$ cat src/rtl/mem_port_arbiter_if.sv
// Request, completion and memory-port signals shared between the fetch/load-store
// requesters, the memory and mem_port_arbiter.
interface mem_port_arbiter_if #(
    parameter int unsigned DATA_W = 32
);
    logic              i_req;
    logic [DATA_W-1:0] i_addr;
    logic              i_done;
    logic              d_req;
    logic              d_we;
    logic [DATA_W-1:0] d_addr;
    logic [DATA_W-1:0] d_wdata;
    logic              d_done;
    logic [DATA_W-1:0] rdata;
    logic              sel;
    logic              mem_valid;
    logic [DATA_W-1:0] mem_addr;
    logic              mem_we;
    logic [DATA_W-1:0] mem_wdata;
    logic              mem_ready;
    logic [DATA_W-1:0] mem_rdata;
    logic              err;

    // Arbiter side
    modport slave (
        input  i_req, i_addr, d_req, d_we, d_addr, d_wdata, mem_ready, mem_rdata,
        output i_done, d_done, rdata, sel, mem_valid, mem_addr, mem_we, mem_wdata, err
    );

    // Requester / memory side
    modport master (
        output i_req, i_addr, d_req, d_we, d_addr, d_wdata, mem_ready, mem_rdata,
        input  i_done, d_done, rdata, sel, mem_valid, mem_addr, mem_we, mem_wdata, err
    );
endinterface

$ cat src/rtl/mem_port_arbiter.sv
// Shares one memory port between instruction fetch and load/store: data has priority,
// a streak cap keeps fetch from starving, and a watchdog aborts hung accesses.
module mem_port_arbiter #(
    parameter int unsigned DATA_W     = 32,
    parameter int unsigned STREAK_MAX = 4,
    parameter int unsigned TIMEOUT    = 15
) (
    input  logic             clk,
    input  logic             rst_n,
    mem_port_arbiter_if.slave bus
);
    localparam int unsigned STREAK_W = $clog2(STREAK_MAX + 1);
    localparam int unsigned WDOG_W   = (TIMEOUT > 1) ? $clog2(TIMEOUT) : 1;
    localparam logic [STREAK_W-1:0] STREAK_CAP = STREAK_W'(STREAK_MAX);
    localparam logic [WDOG_W-1:0]   WDOG_LAST  = WDOG_W'(TIMEOUT - 1);

    typedef enum logic [1:0] {
        IDLE   = 2'd0,
        BUSY_I = 2'd1,
        BUSY_D = 2'd2
    } state_t;

    state_t              state_q, state_d;
    logic [STREAK_W-1:0] streak_q, streak_d;
    logic [WDOG_W-1:0]   wdog_q, wdog_d;
    logic                sel_q, sel_d;
    logic                valid_q;

    logic busy, finish, abort;
    logic ireq_e, dreq_e, force_i;

    assign busy    = (state_q != IDLE);
    assign finish  = busy && bus.mem_ready;
    assign abort   = busy && !bus.mem_ready && (wdog_q == WDOG_LAST);
    // The requester completing this cycle still holds req; it must not be re-granted.
    assign ireq_e  = bus.i_req && (state_q != BUSY_I);
    assign dreq_e  = bus.d_req && (state_q != BUSY_D);
    assign force_i = ireq_e && (streak_q == STREAK_CAP);

    // State register
    always_ff @(posedge clk) begin
        if (!rst_n) begin
            state_q  <= IDLE;
            streak_q <= '0;
            wdog_q   <= '0;
            sel_q    <= 1'b0;
            valid_q  <= 1'b0;
        end else begin
            state_q  <= state_d;
            streak_q <= streak_d;
            wdog_q   <= wdog_d;
            sel_q    <= sel_d;
            valid_q  <= (state_d != IDLE);
        end
    end

    // Arbitration on idle or completion; watchdog count otherwise
    always_comb begin
        state_d  = state_q;
        streak_d = streak_q;
        wdog_d   = wdog_q;
        sel_d    = sel_q;
        if (abort) begin
            state_d = IDLE;
        end else if (!busy || finish) begin
            if (dreq_e && !force_i) begin
                state_d = BUSY_D;
                sel_d   = 1'b1;
                wdog_d  = '0;
                if (!bus.i_req) begin
                    streak_d = '0;
                end else if (streak_q != STREAK_CAP) begin
                    streak_d = streak_q + STREAK_W'(1);
                end
            end else if (ireq_e) begin
                state_d  = BUSY_I;
                sel_d    = 1'b0;
                wdog_d   = '0;
                streak_d = '0;
            end else begin
                state_d = IDLE;
            end
        end else begin
            wdog_d = wdog_q + WDOG_W'(1);
        end
    end

    // Completion pulses are combinational so the requester sees rdata in the same cycle.
    assign bus.i_done    = (state_q == BUSY_I) && (finish || abort);
    assign bus.d_done    = (state_q == BUSY_D) && (finish || abort);
    assign bus.err       = abort;
    assign bus.rdata     = DATA_W'(bus.mem_rdata);
    assign bus.sel       = sel_q;
    assign bus.mem_valid = valid_q;
    assign bus.mem_addr  = DATA_W'(sel_q ? bus.d_addr : bus.i_addr);
    assign bus.mem_we    = sel_q & bus.d_we & valid_q;
    assign bus.mem_wdata = DATA_W'(bus.d_wdata);
endmodule
$ cat src/flat_wrapper.sv
// flat-port wrapper written by rule: the top's interface ports become plain ports
module mem_port_arbiter_flat 
#(
    parameter int unsigned DATA_W     = 32,
    parameter int unsigned STREAK_MAX = 4,
    parameter int unsigned TIMEOUT    = 15
)
  (clk, rst_n, bus_i_req, bus_i_addr, bus_d_req, bus_d_we, bus_d_addr, bus_d_wdata, bus_mem_ready, bus_mem_rdata, bus_i_done, bus_d_done, bus_rdata, bus_sel, bus_mem_valid, bus_mem_addr, bus_mem_we, bus_mem_wdata, bus_err);
  mem_port_arbiter_if #(.DATA_W(DATA_W)) bus_i ();
  input  logic clk;
  input  logic rst_n;
  input wire logic [$bits(bus_i.i_req)-1:0] bus_i_req;
  input wire logic [$bits(bus_i.i_addr)-1:0] bus_i_addr;
  input wire logic [$bits(bus_i.d_req)-1:0] bus_d_req;
  input wire logic [$bits(bus_i.d_we)-1:0] bus_d_we;
  input wire logic [$bits(bus_i.d_addr)-1:0] bus_d_addr;
  input wire logic [$bits(bus_i.d_wdata)-1:0] bus_d_wdata;
  input wire logic [$bits(bus_i.mem_ready)-1:0] bus_mem_ready;
  input wire logic [$bits(bus_i.mem_rdata)-1:0] bus_mem_rdata;
  output wire logic [$bits(bus_i.i_done)-1:0] bus_i_done;
  output wire logic [$bits(bus_i.d_done)-1:0] bus_d_done;
  output wire logic [$bits(bus_i.rdata)-1:0] bus_rdata;
  output wire logic [$bits(bus_i.sel)-1:0] bus_sel;
  output wire logic [$bits(bus_i.mem_valid)-1:0] bus_mem_valid;
  output wire logic [$bits(bus_i.mem_addr)-1:0] bus_mem_addr;
  output wire logic [$bits(bus_i.mem_we)-1:0] bus_mem_we;
  output wire logic [$bits(bus_i.mem_wdata)-1:0] bus_mem_wdata;
  output wire logic [$bits(bus_i.err)-1:0] bus_err;
  assign bus_i.i_req = bus_i_req;
  assign bus_i.i_addr = bus_i_addr;
  assign bus_i.d_req = bus_d_req;
  assign bus_i.d_we = bus_d_we;
  assign bus_i.d_addr = bus_d_addr;
  assign bus_i.d_wdata = bus_d_wdata;
  assign bus_i.mem_ready = bus_mem_ready;
  assign bus_i.mem_rdata = bus_mem_rdata;
  assign bus_i_done = bus_i.i_done;
  assign bus_d_done = bus_i.d_done;
  assign bus_rdata = bus_i.rdata;
  assign bus_sel = bus_i.sel;
  assign bus_mem_valid = bus_i.mem_valid;
  assign bus_mem_addr = bus_i.mem_addr;
  assign bus_mem_we = bus_i.mem_we;
  assign bus_mem_wdata = bus_i.mem_wdata;
  assign bus_err = bus_i.err;
  mem_port_arbiter #(.DATA_W(DATA_W), .STREAK_MAX(STREAK_MAX), .TIMEOUT(TIMEOUT)) u_core (.clk(clk), .rst_n(rst_n), .bus(bus_i));
endmodule
$ cat config.mk
export PLATFORM = sky130hd
export DESIGN_NAME = mem_port_arbiter_flat
export DESIGN_NICKNAME = d
export VERILOG_FILES = /design/src/rtl/mem_port_arbiter_if.sv /design/src/rtl/mem_port_arbiter.sv /design/src/flat_wrapper.sv
export SDC_FILE = /design/constraint.sdc
export NUM_CORES = 1
export LEC_CHECK = 0
export CAP_MARGIN = 15
export CELL_PAD_IN_SITES_DETAIL_PLACEMENT = 0
export CELL_PAD_IN_SITES_GLOBAL_PLACEMENT = 1
export CORE_MARGIN = 5
export CORE_UTILIZATION = 14
export CTS_CLUSTER_SIZE = 24
export DETAILED_ROUTE_END_ITERATION = 10
export PLACE_DENSITY = 0.8
export SLEW_MARGIN = 25
export SYNTH_ARGS = -nofsm -noshare
export SYNTH_HDL_FRONTEND = slang
export SYNTH_SLANG_ARGS = --single-unit
export TNS_END_PERCENT = 20
$ cat constraint.sdc
create_clock -name clk -period 1.9 [get_ports clk]
set_clock_uncertainty 0.1 [all_clocks]
set_input_delay 0.285 -clock clk [delete_from_list [all_inputs] [get_ports clk]]
set_output_delay 0.285 -clock clk [all_outputs]
set_load 0.01 [all_outputs]
Fig. 1: the clock network
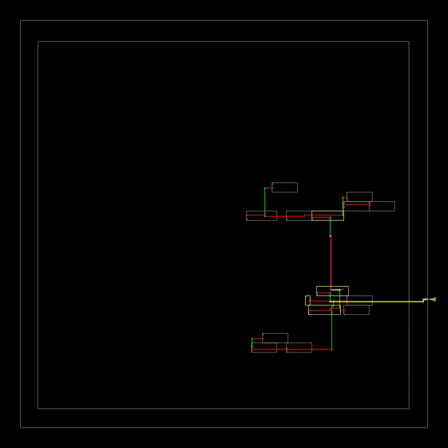
clock sink total: 11
clk pwr: 0.000381 W
clock latency on the worst-skew pair: 240 ps
clkbuf count: 4

Fig. 2: nets reached from selected ports
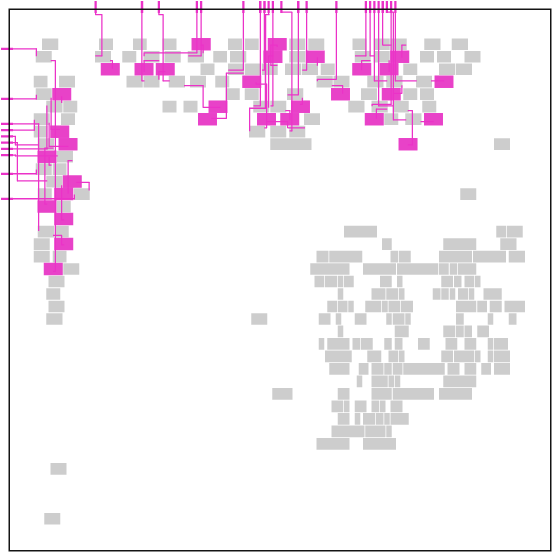
legend:
  magenta:
    port: bus_i_addr
    bits: 32
    direction: input
    edge: 22 top, 10 left
    end_cells: 32
    buffers: 32
    wire: 765 µm

[cell usage after synthesis]
cell type,n
a211o_1,1
a211oi_1,1
a211oi_2,1
a21boi_1,5
a21oi_1,5
a22oi_1,2
a31oi_1,1
a32oi_1,1
a41oi_2,1
and2_1,1
and3_1,2
buf_2,1
buf_4,67
buf_6,1
clkbuf_1,4
dfxtp_1,11
ha_1,4
inv_1,6
inv_2,1
mux2_2,32
nand2_1,12
nand2b_1,2
nand3_1,1
nand3_2,1
nand3b_1,1
nand4_1,1
nand4bb_1,1
nor2_1,8
nor2_2,1
nor2b_1,2
nor2b_4,1
nor3_1,1
o21ai_0,5
o21ai_1,2
o21ai_2,1
o22ai_1,1
o31ai_1,1
o32a_1,1
or3_1,3
or4_1,3
[stage by stage]
stage | total power, W | setup WS (ps)
6_report | 0.00115 | 63.9
5_1_grt | 0.00122 | -3.82
4_1_cts | 0.00116 | 9.65
3_5_place_dp | 0.000817 | -182
3_3_place_gp | 0.000811 | -182
2_1_floorplan | 0.000613 | 163
[cell usage in the layout, fill, tap and decap left out, types with 2 or more instances in the layout]
cell              n
buf_4            15
dfxtp_1          10
dlygate4sd2_1    33
nor2b_1           2
a21oi_1           5
clkbuf_16         4
dlymetal6s2s_1    2
ha_1              4
o21ai_1           2
nor2_1            7
a21boi_1          5
nor2_2            2
nand2_1          12
or4_1             3
or3_1             3
inv_1             6
clkdlybuf4s50_1  70
mux2_2           32
a22oi_1           2
nand2b_1          2
o21ai_0           5
[routing by layer]
layer  routed length (µm)  share of wire (%)
met1                 2300                 39
met2                 3020                 51
met3                  411                6.9
met4                  210                3.5
met5                    0                  0
[worst reg2reg max path: stages (launching register included)]
cell	delay (ps)
dfxtp_1	360
inv_1	60
ha_1	210
nand3_2	100
a41oi_2	130
or4_1	520
a21boi_1	140
==> summary.txt <==
The synthesis and place-and-route flow finished, so here is a summary.

Among the non-sequential cells, buffers and inverters take the most area. The number of global-route vias before repair came out at 1562. Including well taps, the total number of placed cells is 391. The register bit count reported by yosys came out at 11.

Measured along the x axis, the die boundary spans 118 µm. The count of standard-cell rows came out at 39. In this run switching power makes up 26.6% of total power.

The cell family contributing the most delay on the critical path is buffers and inverters. The area overhead of the layout relative to synthesis is 57.6%. Max fanout on the critical path was recorded as 17. Per the gpl log, the routability congestion estimate is 0.826. The first-pass GRT wire length is 8.56 mm. For reference, the final report shows the max-slew violation count at 0. For the worst reg-to-reg path, the startpoint reported by OpenROAD is u_core.streak_q[0].

The number of cells in the finished layout apart from fillers is 396. STA classifies the critical path endpoint as a primary output. The count of non-CTS inverters in the layout came out at 7.

In this run, the number of DRC markers left after iteration 0 of detailed routing was 35. The destination of the worst register-to-register timing path is u_core.streak_q[0]. The met3 layer usage reported by global route came out at 2.07%. The total global-route track usage is 7.50%.

The flow ran to the end, and the final reports show no timing, DRC or antenna violations. The CTS root buffer is clkbuf_16. The met1 demand-to-capacity share in global routing came out at 7.94%. The relative max-transition margin came out at 77.3%.

Hold analysis lists the worst path endpoint as u_core.streak_q[1]. The antenna diode count is 0. Summing the sequential cell areas from Yosys gives 13.6% of the chip area. STA classifies the critical path startpoint as a register. The core area came out at 11400 µm². For reference, the most critical setup path is categorized as register to primary output. For reference, the top cells by area after synthesis are buf_4 31%, mux2_2 22%, dfxtp_1 14%, ha_1 3.1%, nand2_1 2.8%. Entering global routing, the biggest net connects 35 pins.

The synthesized netlist devotes 3.09% of its cell area to adder and majority cells. Measured on the final layout, buffering overhead outside the clock network stands at 46.9%. The post-route fraction of the period consumed by the critical path is 96.6%. The layout has 1247 filler cells. Detailed routing inserted a total of 1506 vias. The stage-log warning count came out at 29. The register-to-register setup slack came out at 210 ps. The placement stage leaves a total instance area of 2480 µm². The flow reports that the clock network draws 33.0% of the design power. The proportion of cell area spent on the clock network came out at 3.09%. Registers represent a cell area share of 8.77%. The cell area power density is 452 nW/µm². Sorting the Yosys area breakdown by cell type puts at the top buf_4. The sequential logic power is 0.000250 W. The number of buffers inserted to repair setup after CTS came out at 0. The power share of the sequential group came out at 21.6%. In this run, post-CTS hold repair placed 0 buffers.

The multi-input gate share of the layout cell area came out at 33.2%. The number of buffers added by the clock tree synthesis step came out at 3. At the worst endpoint, the arrival time is 1450 ps. The tightest min-delay check is of the register to register type. Global routing put the most usage on met2. Per the layout area report, the combinational gate area comes to 848 µm². The tally of unique sky130hd cells used after synthesis is 40.

The final layout report lists a non-clock buffer count of 125. The switching power is 0.000307 W. The total overflow reported by the global router came out at 0. Per the synthesis report, the AND-OR/OR-AND share of the synthesized area is 12.7%. The netlist area before placement came out at 1620 µm².

The count of flip-flops and latches is 11. A synthesized cell averages 8.23 µm². The power in combinational cells is 0.000524 W. The end point of the critical path is bus_mem_we. The critical path depth in cells is 3. The full die area is 13800 µm². The power report puts the leakage power at 1.01 nW. The buffering stage count on the worst path with inverters included came out at 2. The register with the most flip-flops in the layout has 4 of them. Cells with a size suffix above 1 make up 25.3% of the layout.

The area fraction in xor and xnor cells came out at 0%. The first-pass detailed-route iteration total came out at 4. The well-tap cell count came out at 143.

The transition time of the tightest slew-check pin came out at 339 ps. The layout net count came out at 392. The peak clock frequency supported by timing came out at 545 MHz. The worst slack on hold paths came out at 367 ps. Setup repair after global routing could not meet its margin everywhere. The clock period could shrink to 1840 ps.

The final-report hold violation count is 0. The post-detailed-routing wire length is 5.94 mm.
Power figures rest on the tool's default switching activity, not on a simulated workload.
